## config.mk

```make
export PLATFORM = sky130hd
export DESIGN_NAME = fetch_unit_flat
export DESIGN_NICKNAME = d
export VERILOG_FILES = /design/src/rtl/fetch_pkg.sv /design/src/rtl/fetch_unit_if.sv /design/src/rtl/fetch_fifo.sv /design/src/rtl/fetch_unit.sv /design/src/flat_wrapper.sv
export SDC_FILE = /design/constraint.sdc
export NUM_CORES = 1
export LEC_CHECK = 0
export CAP_MARGIN = 20
export CORE_MARGIN = 5
export CORE_UTILIZATION = 35
export DETAILED_ROUTE_END_ITERATION = 8
export PLACE_DENSITY = 0.71
export SETUP_SLACK_MARGIN = 0.2
export SLEW_MARGIN = 20
export SYNTH_ARGS = -nofsm -noshare
export SYNTH_HDL_FRONTEND = slang
export SYNTH_SLANG_ARGS = --single-unit
```

## constraint.sdc

```tcl
create_clock -name clk -period 3.27 [get_ports clk]
set_clock_uncertainty 0.15 [all_clocks]
set_input_delay 0.654 -clock clk [delete_from_list [all_inputs] [get_ports clk]]
set_output_delay 0.654 -clock clk [all_outputs]
set_load 0.005 [all_outputs]
```

## src/rtl/fetch_pkg.sv

```systemverilog
// Fetch unit shared types: FSM states, default widths, buffer entry.
// Build option RETURN_STACK_EN adds a 4-entry return-address stack.
package fetch_pkg;

    localparam int ADDR_W_DEF  = 12;
    localparam int INSTR_W_DEF = 19;

    typedef enum logic [1:0] {
        IDLE,
        REQ,
        FULL
    } fetch_state_e;

    typedef struct packed {
        logic [ADDR_W_DEF-1:0]  pc;
        logic [INSTR_W_DEF-1:0] instr;
    } fetch_entry_t;

endpackage

```

## src/rtl/fetch_unit_if.sv

```systemverilog
// Fetch unit bus bundle: instruction-memory port and decode handshake.
// Optional return stack (RETURN_STACK_EN) does not change this bundle.
interface fetch_unit_if import fetch_pkg::*; #(
    parameter int ADDR_W  = ADDR_W_DEF,
    parameter int INSTR_W = INSTR_W_DEF
);

    logic               imem_req;
    logic [ADDR_W-1:0]  imem_addr;
    logic               imem_ack;
    logic [INSTR_W-1:0] imem_data;

    logic               out_valid;
    logic               out_ready;
    logic [INSTR_W-1:0] out_instr;
    logic [ADDR_W-1:0]  out_pc;

    modport master (
        output imem_req, imem_addr,
        input  imem_ack, imem_data,
        output out_valid, out_instr, out_pc,
        input  out_ready
    );

    modport slave (
        input  imem_req, imem_addr,
        output imem_ack, imem_data,
        input  out_valid, out_instr, out_pc,
        output out_ready
    );

endinterface

```

## src/rtl/fetch_fifo.sv

```systemverilog
// Fetch buffer: DEPTH-entry FIFO (power of two) with synchronous flush.
// Not affected by RETURN_STACK_EN.
module fetch_fifo import fetch_pkg::*; #(
    parameter int  DEPTH = 2,
    parameter type T     = fetch_entry_t
) (
    input  logic                     clk,
    input  logic                     rst,
    input  logic                     flush,
    input  logic                     push,
    input  logic                     pop,
    input  T                         din,
    output T                         dout,
    output logic                     empty,
    output logic [$clog2(DEPTH):0]   count
);

    localparam int PW = $clog2(DEPTH);
    localparam logic [PW:0] CNT_MAX = (PW+1)'(DEPTH);

    T              mem [DEPTH];
    logic [PW-1:0] rd_ptr;
    logic [PW-1:0] wr_ptr;
    logic          do_push;
    logic          do_pop;

    assign empty   = (count == '0);
    assign do_pop  = pop && !empty;
    assign do_push = push && (count != CNT_MAX || do_pop);
    assign dout    = mem[rd_ptr];

    always_ff @(posedge clk) begin
        if (do_push)
            mem[wr_ptr] <= din;
    end

    always_ff @(posedge clk) begin
        if (rst || flush) begin
            rd_ptr <= '0;
            wr_ptr <= '0;
            count  <= '0;
        end else begin
            if (do_push)
                wr_ptr <= wr_ptr + 1'b1;
            if (do_pop)
                rd_ptr <= rd_ptr + 1'b1;
            if (do_push && !do_pop)
                count <= count + 1'b1;
            else if (do_pop && !do_push)
                count <= count - 1'b1;
        end
    end

endmodule

```

## src/rtl/fetch_unit.sv

```systemverilog
// Instruction fetch: PC sequencing, memory request FSM, fetch buffer.
// Define RETURN_STACK_EN to compile in the 4-entry return-address stack.
module fetch_unit import fetch_pkg::*; #(
    parameter int ADDR_W    = ADDR_W_DEF,
    parameter int INSTR_W   = INSTR_W_DEF,
    parameter int BUF_DEPTH = 2
) (
    input  logic              clk,
    input  logic              rst,
    input  logic [ADDR_W-1:0] pc_in,
    output logic [ADDR_W-1:0] next_pc,
    input  logic              redirect_valid,
    input  logic [ADDR_W-1:0] redirect_pc,
    input  logic              ret_pop,
    input  logic              call_push,
    input  logic [ADDR_W-1:0] call_ret_pc,
    fetch_unit_if.master      bus
);

    typedef struct packed {
        logic [ADDR_W-1:0]  pc;
        logic [INSTR_W-1:0] instr;
    } entry_t;

    localparam int CW = $clog2(BUF_DEPTH);
    localparam logic [CW:0] CNT_MAX = (CW+1)'(BUF_DEPTH);

    fetch_state_e      state_q;
    fetch_state_e      state_d;
    logic              drop_q;
    logic              drop_d;
    logic              busy_q;
    logic [ADDR_W-1:0] addr_q;
    logic [ADDR_W-1:0] imem_addr;
    logic              req;
    logic              ack;
    logic              push;
    logic              pop;
    logic              flush;
    logic              empty;
    logic [CW:0]       count;
    logic [CW:0]       count_nx;
    entry_t            din;
    entry_t            dout;
    logic              ret_hit;
    logic [ADDR_W-1:0] ret_pc;

`ifdef RETURN_STACK_EN
    logic [ADDR_W-1:0] ras [4];
    logic [1:0]        ras_top;
    logic [2:0]        ras_cnt;
    logic              ras_push;
    logic              ras_pop;

    // A redirect from execute squashes the decode-side stack operation.
    assign ras_push = !redirect_valid && call_push && !ret_pop;
    assign ras_pop  = !redirect_valid && ret_pop && !call_push;
    assign ret_hit  = ret_pop;

    always_comb begin
        ret_pc = '0;
        if (call_push)
            ret_pc = call_ret_pc;
        else if (ras_cnt != 3'd0)
            ret_pc = ras[ras_top];
    end

    always_ff @(posedge clk) begin
        if (!rst && ras_push)
            ras[ras_top + 2'd1] <= call_ret_pc;
    end

    always_ff @(posedge clk) begin
        if (rst) begin
            ras_top <= '0;
            ras_cnt <= '0;
        end else if (ras_push) begin
            ras_top <= ras_top + 2'd1;
            if (ras_cnt != 3'd4)
                ras_cnt <= ras_cnt + 3'd1;
        end else if (ras_pop && ras_cnt != 3'd0) begin
            ras_top <= ras_top - 2'd1;
            ras_cnt <= ras_cnt - 3'd1;
        end
    end
`else
    logic unused_ras;

    assign unused_ras = ^{ret_pop, call_push, call_ret_pc};
    assign ret_hit    = 1'b0;
    assign ret_pc     = '0;
`endif

    assign req   = (state_q == REQ);
    assign ack   = req && bus.imem_ack;
    assign flush = redirect_valid || ret_hit;
    assign push  = ack && !drop_q && !flush;
    assign pop   = !empty && bus.out_ready && !flush;
    assign din   = '{pc: pc_in, instr: bus.imem_data};

    // Hold the issued address while the memory has not answered.
    assign imem_addr = !req   ? '0 :
                       busy_q ? addr_q : pc_in;

    always_comb begin
        count_nx = count;
        if (flush)
            count_nx = '0;
        else if (push && !pop)
            count_nx = count + 1'b1;
        else if (pop && !push)
            count_nx = count - 1'b1;
    end

    always_comb begin
        next_pc = pc_in;
        if (redirect_valid)
            next_pc = redirect_pc;
        else if (ret_hit)
            next_pc = ret_pc;
        else if (push)
            next_pc = pc_in + 1'b1;
    end

    always_comb begin
        state_d = state_q;
        drop_d  = drop_q;
        unique case (state_q)
            IDLE: state_d = REQ;
            REQ: begin
                if (bus.imem_ack)
                    drop_d = 1'b0;
                else if (flush)
                    drop_d = 1'b1;
                if (count_nx == CNT_MAX)
                    state_d = FULL;
            end
            FULL: begin
                if (count_nx != CNT_MAX)
                    state_d = REQ;
            end
            default: state_d = IDLE;
        endcase
    end

    always_ff @(posedge clk) begin
        if (rst) begin
            state_q <= IDLE;
            drop_q  <= 1'b0;
            busy_q  <= 1'b0;
            addr_q  <= '0;
        end else begin
            state_q <= state_d;
            drop_q  <= drop_d;
            busy_q  <= req && !bus.imem_ack;
            addr_q  <= imem_addr;
        end
    end

    fetch_fifo #(
        .DEPTH (BUF_DEPTH),
        .T     (entry_t)
    ) u_fifo (
        .clk   (clk),
        .rst   (rst),
        .flush (flush),
        .push  (push),
        .pop   (pop),
        .din   (din),
        .dout  (dout),
        .empty (empty),
        .count (count)
    );

    assign bus.imem_req  = req;
    assign bus.imem_addr = imem_addr;
    assign bus.out_valid = !empty;
    assign bus.out_pc    = empty ? '0 : dout.pc;
    assign bus.out_instr = empty ? '0 : dout.instr;

endmodule
```

## src/flat_wrapper.sv

```systemverilog
// flat-port wrapper written by rule: the top's interface ports become plain ports
module fetch_unit_flat import fetch_pkg::*;
#(
    parameter int ADDR_W    = ADDR_W_DEF,
    parameter int INSTR_W   = INSTR_W_DEF,
    parameter int BUF_DEPTH = 2
)
  (clk, rst, pc_in, next_pc, redirect_valid, redirect_pc, ret_pop, call_push, call_ret_pc, bus_imem_req, bus_imem_addr, bus_imem_ack, bus_imem_data, bus_out_valid, bus_out_instr, bus_out_pc, bus_out_ready);
  fetch_unit_if #(.ADDR_W(ADDR_W), .INSTR_W(INSTR_W)) bus_i ();
  input  logic clk;
  input  logic rst;
  input  logic [ADDR_W-1:0] pc_in;
  output logic [ADDR_W-1:0] next_pc;
  input  logic redirect_valid;
  input  logic [ADDR_W-1:0] redirect_pc;
  input  logic ret_pop;
  input  logic call_push;
  input  logic [ADDR_W-1:0] call_ret_pc;
  output wire logic [$bits(bus_i.imem_req)-1:0] bus_imem_req;
  output wire logic [$bits(bus_i.imem_addr)-1:0] bus_imem_addr;
  input wire logic [$bits(bus_i.imem_ack)-1:0] bus_imem_ack;
  input wire logic [$bits(bus_i.imem_data)-1:0] bus_imem_data;
  output wire logic [$bits(bus_i.out_valid)-1:0] bus_out_valid;
  output wire logic [$bits(bus_i.out_instr)-1:0] bus_out_instr;
  output wire logic [$bits(bus_i.out_pc)-1:0] bus_out_pc;
  input wire logic [$bits(bus_i.out_ready)-1:0] bus_out_ready;
  assign bus_imem_req = bus_i.imem_req;
  assign bus_imem_addr = bus_i.imem_addr;
  assign bus_i.imem_ack = bus_imem_ack;
  assign bus_i.imem_data = bus_imem_data;
  assign bus_out_valid = bus_i.out_valid;
  assign bus_out_instr = bus_i.out_instr;
  assign bus_out_pc = bus_i.out_pc;
  assign bus_i.out_ready = bus_out_ready;
  fetch_unit #(.ADDR_W(ADDR_W), .INSTR_W(INSTR_W), .BUF_DEPTH(BUF_DEPTH)) u_core (.clk(clk), .rst(rst), .pc_in(pc_in), .next_pc(next_pc), .redirect_valid(redirect_valid), .redirect_pc(redirect_pc), .ret_pop(ret_pop), .call_push(call_push), .call_ret_pc(call_ret_pc), .bus(bus_i));
endmodule
```

==> results.cfg, run 1 <==
; physical design summary
[sta]
hold_violations = 0
setup_viol_count_final = 0
max_slew_margin_pct = 48.5
worst_slack_ps = 285
fin_setup_tns_ps = 0
tightest_slew_ps = 770
rsz0062_at_grt = true
fmax_mhz = 335
slew_viol_final = 0

[placement]
pre_cts_ws_ps = -311
gp_routability_congestion = 0.755
dpl.hpwl_um = 5960

[synth]
yosys.area.top_type = edfxtp_1
top_cell_area_share_pct = 51.3
numSynthFlops = 83
ys_types = 36
top_cell = edfxtp_1
yosysSeqAreaShare_pct = 62.9
yosys_cells = 296
syn_inst = 296
syn_avg_cell_area_um2 = 12.3
syn-num-nets = 362
ys_warn_count = 0
top_cells_by_count = edfxtp_1 (62), nor2_1 (46), mux2i_1 (44)
async_reset_ff_share_pct = 0
synthesis.area_um2 = 3630

[worst_setup_path]
worstSetupPathType = input pin to primary output
crit_cells = 9
path_delay_family = buffers and inverters
cp_cell_sequence = dlygate4sd2_1 > nand4bb_1 > nor4_2 > buf_4 > buf_4 > nand3_1 > xor2_1 > o21ai_1 > buf_2
crit_path_start = bus_imem_ack
start_kind = input pin
cp_data_required_time_ps = 2470
setup.worst_path.end_class = primary output
path_common_cell = buf_4
critPathBufInv = 4
timing.rr.end = u_core.u_fifo.mem[0][19]$_DFFE_PP_
reg2reg_slack_ps = 850
regToRegStartpoint = u_core.u_fifo.count[0]$_SDFFE_PP0P_

[layout]
seq_cell_count = 83
clk_share_pct = 3.89
antenna_cells = 0
inv_count = 7
layout_top_cells = clkdlybuf4s50_1 (84), edfxtp_1 (62), nor2_1 (45), mux2i_1 (44), buf_4 (27)
fin_nets = 490
logic_area_um2 = 1300
seq_share_pct = 43.3
sh_comb_area_pct = 24.6
regMostFlops = u_core.u_fifo.mem
drive_gt1_share_pct = 15.4
flop_area_um2 = 2280
syn_to_final_growth_pct = 45.5
buf_share_pct = 24.5
nMultiInputCombCells = 188
largestRegisters = u_core.u_fifo.mem: 62 flops, u_core.addr_q: 12 flops
largest_cell_class = registers
buffers = 135
final_util_pct = 51.6

[power_and_ir_drop]
power_mw = 2.19
pwr_density_cell_nw_per_um2 = 415
leakagePower_nw = 1.87

[clock_network]
cts_root_buf = clkbuf_8
post_cts_resized = 24
clkTransAtPathRegs_ps = 90
cts_tree = built
cts_made_buffers = 9
cts_buffer_depth = 2
htree_levels = 3

[hold_path]
min_delay_worst_endpoint = u_core.state_q[0]$_SDFFE_PP0P_
hold_depth = 1
min_path_type = flop to flop

[floorplan]
tap_cells = 136
rows = 37
io_pins = 119

[grt]
grt_pass1_vias = 2701
grt-ovfl-total = 0
grt_util_met3_pct = 4.51
grt_util_met1_pct = 17.7
antenna_found_initial = 0

[routing]
via_per_inst = 4.66
dr_wl_met3_um = 526
drtPass1Iterations = 4
m1WireLength_um = 3880
wl_met2_um = 3880
drtAntennaViolNets = 0

[run]
drv_cap = 0
warnings = 43

[run_status]
status = finished clean
[run 1: cells by family (layout without fill, tap and decap cells)]
| logic type | count (synthesis) | after routing | synth area share [%] |
|---|---|---|---|
| buf+inv | 25 | 158 | 2.69 |
| mux | 44 | 44 | 12.1 |
| fa+ha+maj | 4 | 4 | 1.38 |
| flops | 83 | 83 | 62.9 |
| xor+xnor | 16 | 16 | 3.86 |
| simple gates | 103 | 103 | 13.4 |
| compound gates | 21 | 21 | 3.65 |
[run 1: per-stage QoR]
step                      cells  hold slack (ps)
after CTS                   565              404
after floorplan             296              353
after detailed placement    546              379
after global routing        565              407
after global placement      546              371
final                       565              375
[run 1: report_power, final]
part	switching, mW	internal (mW)
logic	0.117	0.159
clock network	0.383	0.363
registers	0.0124	1.15
run_1/floorplan.png
Scale bar: 20 um. Pins as bars on the die edge.
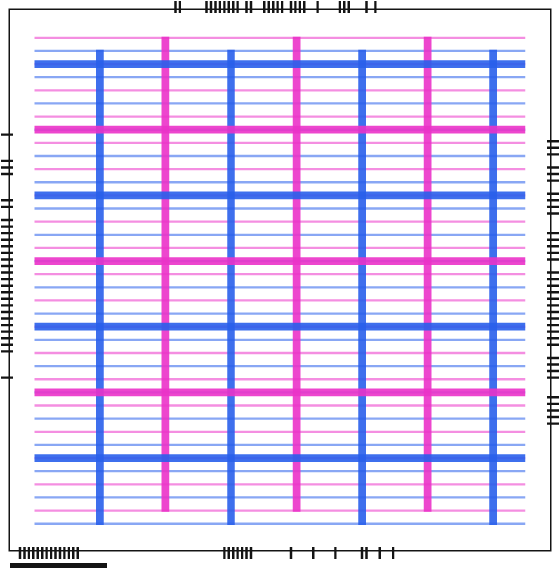
Key: blue = VSS; magenta = VDD
7 straps on met4. 38 met1 rails follow the rows. The core has 37 rows. 7 straps on met5. 119 signal pins sit on the boundary.
die width: 112 um
Die Span Y: 112 um
CORE AREA: 10,200 um^2

run_1/layers.png
Two of the layers only.
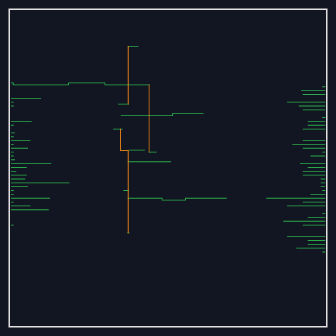
Key: orange = M4 [wire length 83.7 um]; green = M3 [wire length 527 um]
per-cell routed wire length: 14.8 um
total track usage: 13.5%
Detailed Route WL: 8370 um
DR vias: 2,635

run_1/class_map.png
Scale bar: 20 um.
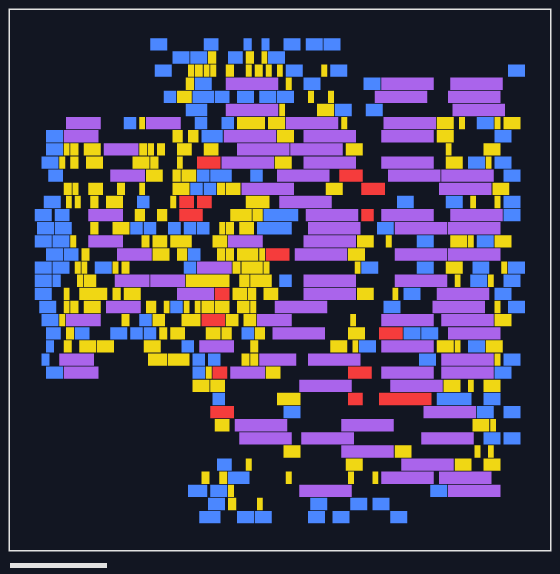
Key: blue = remaining buffers and delay cells [cells 135, share of their area 25%]; purple = sequential cells [cells 83, share of their area 45%]; yellow = remaining logic cells [cells 195, share of their area 26%]; red = clock drivers and dummy loads [cells 16, share of their area 4.0%]

run_1/clock_wires.png
Scale bar: 20 um.
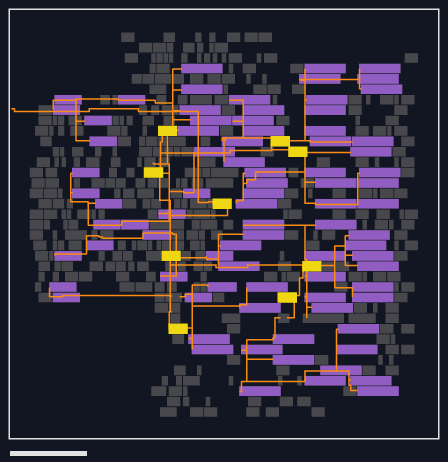
Key: purple = flip-flops [count 83]; yellow = clock-net drivers [count 9]; orange = clock wires [length 946 um]
There are 10 routed clock nets.
Clock power frac: 34.1%
clk ins delay skew pair: 350 ps
clock distribution power: 747 uW

## Run 2: what changed since run 1
ABC_AREA = 1   (was not set)
run_2/placed.png
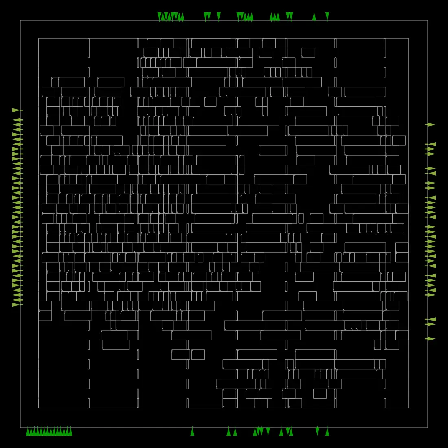
flop share of the area: 40.9%
Filler Cell Count: 960
# Taps: 140

==> results.cfg, run 2 <==
; physical design summary
[run_status]
status = finished clean

[grt]
antenna_found_initial = 0
grt_pass1_vias = 3192
grt-ovfl-total = 0
grt_usage_pct = 14.8

[run]
drv_cap = 0
warnings = 43

[sta]
tightest_slew_ps = 495
fin_setup_tns_ps = 0
rsz0062_at_grt = true
hold_violations = 0
slew_viol_final = 0
fmax_mhz = 341

[layout]
final_util_pct = 52.2
syn_to_final_growth_pct = 48.1
antenna_cells = 0
drive_gt1_share_pct = 16.2
largestRegisters = u_core.u_fifo.mem: 62 flops, u_core.addr_q: 12 flops
regMostFlops = u_core.u_fifo.mem
fin_nets = 611

[synth]
synthesis.area_um2 = 3770
yosysSeqAreaShare_pct = 60.5
adder_share_pct = 1.33
top_cell = nor2_1
syn_inst = 404
yosys.area.top_type = edfxtp_1
yosys_cells = 404
synth-xor-area-share_pct = 1.39
numSynthFlops = 83
syn-num-nets = 470

[placement]
dpl.hpwl_um = 6820
pre_cts_ws_ps = -100
placed_cells = 667
gp_routability_congestion = 0.897

[power_and_ir_drop]
leakagePower_nw = 2.30
p_int_mw = 1.98
p_clk_mw = 1.02
seq_power_mw = 1.16
p_sw_uw = 523
p_comb_share_pct = 12.7

[worst_setup_path]
path_common_cell = clkdlybuf4s50_1
path_delay_family = buffers and inverters
regToRegStartpoint = u_core.u_fifo.count[0]$_SDFFE_PP0P_
setup.worst_path.end_class = primary output
critPathBufInv = 3
crit_cells = 5
timing.rr.end = u_core.u_fifo.mem[1][10]$_DFFE_PP_
cp_data_required_time_ps = 2470
crit_path_start = pc_in[10]
reg2reg_slack_ps = 1050

[floorplan]
core-area_um2 = 10700
io_pins = 119

[routing]
drtPass1Iterations = 4

[clock_network]
clock_latency_ps = 350
htree_levels = 3
cts_made_buffers = 9
post_cts_resized = 29
cts_tree = built

[hold_path]
min_path_type = flop to flop
## run 2: netlist changes by cell type in the layout (fill, tap and decap cells not counted), moves of 8 or more
cell	change
buf_4	+13
dlygate4sd2_1	+8
inv_1	+15
mux2i_1	-44
nand2_1	+47
nor2_1	+49
nor4_1	+11
o21ai_0	+28
## run 2: cell type report
class,count,area [um^2]
clock buffers,9,124
clock inverters,7,164
fillers,960,5110
inverters,27,106
repair inverters,1,5.00
well taps,140,175
repair buffers,146,1360
multi-input cells,277,1370
flip-flops and latches,83,2280
## run 2: layer usage
layer,vias up,routed length [um],GRT usage [%]
met2,125,4450,23.6
li1,1639,-,-
met4,0,140,5.38
met5,-,0,0
met1,1477,4220,18.9
met3,13,837,4.83
## Run 3: what changed since run 2
CORE_MARGIN = 8   (was 5)
CORE_UTILIZATION = 30   (was 35)
PLACE_DENSITY = 0.63   (was 0.71)
run_3/layers.png
Two of the layers only.
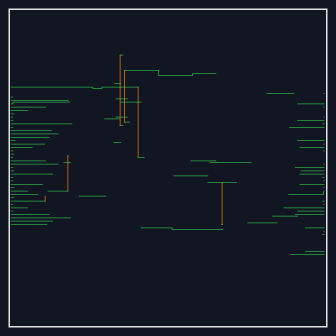
Key: orange = M4 [wire length 112 um]; green = M3 [wire length 807 um]
total track usage: 12.7%
per-cell routed wire length: 14.6 um

==> results.cfg, run 3 <==
; physical design summary
[layout]
largestRegisters = u_core.u_fifo.mem: 62 flops, u_core.addr_q: 12 flops
fin_nets = 602
final_util_pct = 44.6
layout_top_cells = nor2_1 (94), clkdlybuf4s50_1 (86), nand2_1 (64), edfxtp_1 (62), o21ai_0 (36)
antenna_cells = 0
regMostFlops = u_core.u_fifo.mem

[run]
drv_cap = 0
warnings = 43

[clock_network]
clkTransAtPathRegs_ps = 60
cts_root_buf = clkbuf_16
cts_buffer_depth = 2
cts_tree = built

[synth]
topCombFamilyByArea = simple AND/OR/NAND/NOR gates
syn_inst = 404
synth-xor-area-share_pct = 1.39
async_reset_ff_share_pct = 0
synthAoiAreaFrac_pct = 6.10
top_cell = nor2_1
top_cells_by_count = nor2_1 (101), nand2_1 (66), edfxtp_1 (62)
adder_share_pct = 1.33

[routing]
via_per_inst = 4.54
vias = 3237
highest_layer = met5
drtAntennaViolNets = 0
wl_met2_um = 4860

[worst_setup_path]
crit_cells = 10
cp_cell_sequence = dlygate4sd2_1 > nand2_1 > nor2_2 > nand2_1 > xor2_1 > nand2_1 > nand2_1 > nand2_1 > nand2_1 > clkdlybuf4s50_1
path_delay_family = buffers and inverters
start_kind = input pin
worstSetupPathType = input pin to primary output
critPathBufInv = 2
setup.worst_path.end_class = primary output

[grt]
grt_util_met1_pct = 14.9
antenna_found_initial = 1
grt_util_met3_pct = 5.12
gr-max-usage-layer = met2
gr-usage-met2_pct = 20.8
grt-ovfl-total = 0
grt_pass1_vias = 3174

[power_and_ir_drop]
netSwitchingFraction_pct = 23.6
clkPwrFrac_pct = 38.2
seq_power_mw = 1.16
p_int_mw = 1.83
p_comb_share_pct = 13.2

[placement]
dpl.hpwl_um = 7420
gp_routability_congestion = 0.845
placed_cells = 697

[hold_path]
hold_depth = 2
min_delay_worst_endpoint = u_core.u_fifo.rd_ptr$_SDFFE_PP0P_
min_path_type = flop to flop

[run_status]
status = finished clean

[floorplan]
core-area_um2 = 12500
io_pins = 119

[sta]
tightest_slew_ps = 687
fin_setup_tns_ps = 0
## run 3: netlist changes by cell type in the layout (fill, tap and decap cells not counted), sizes merged
cell,previous run,this run
buf,42,34
dlygate4sd2,17,10
bufinv,5,0
clkdlybuf4s15,0,4
clkdlybuf4s50,82,86
clkinv,3,5
clkbuf,10,9
clkinvlp,2,3
inv,25,26
## run 3: timing repair
| action | CTS | global route |
|---|---|---|
| endpoints found under the setup margin | 13 | 38 |
| pin swaps | 5 | 3 |
| buffers inserted | 0 | 0 |
| gates cloned | 0 | 0 |
| hold buffers | 0 | 0 |
| resized | 26 | 15 |
## run 3: area by class of cell
class	instances	area [um^2]
Inverter	27	103
Tap cell	172	215
Clock buffer	9	225
Sequential cell	83	2280
Multi-Input combinational cell	277	1360
Clock inverter	7	45.0
Fill cell	1219	6910
Timing Repair Buffer	138	1320
No activity file was given, so power comes from the tool's default toggle rates.
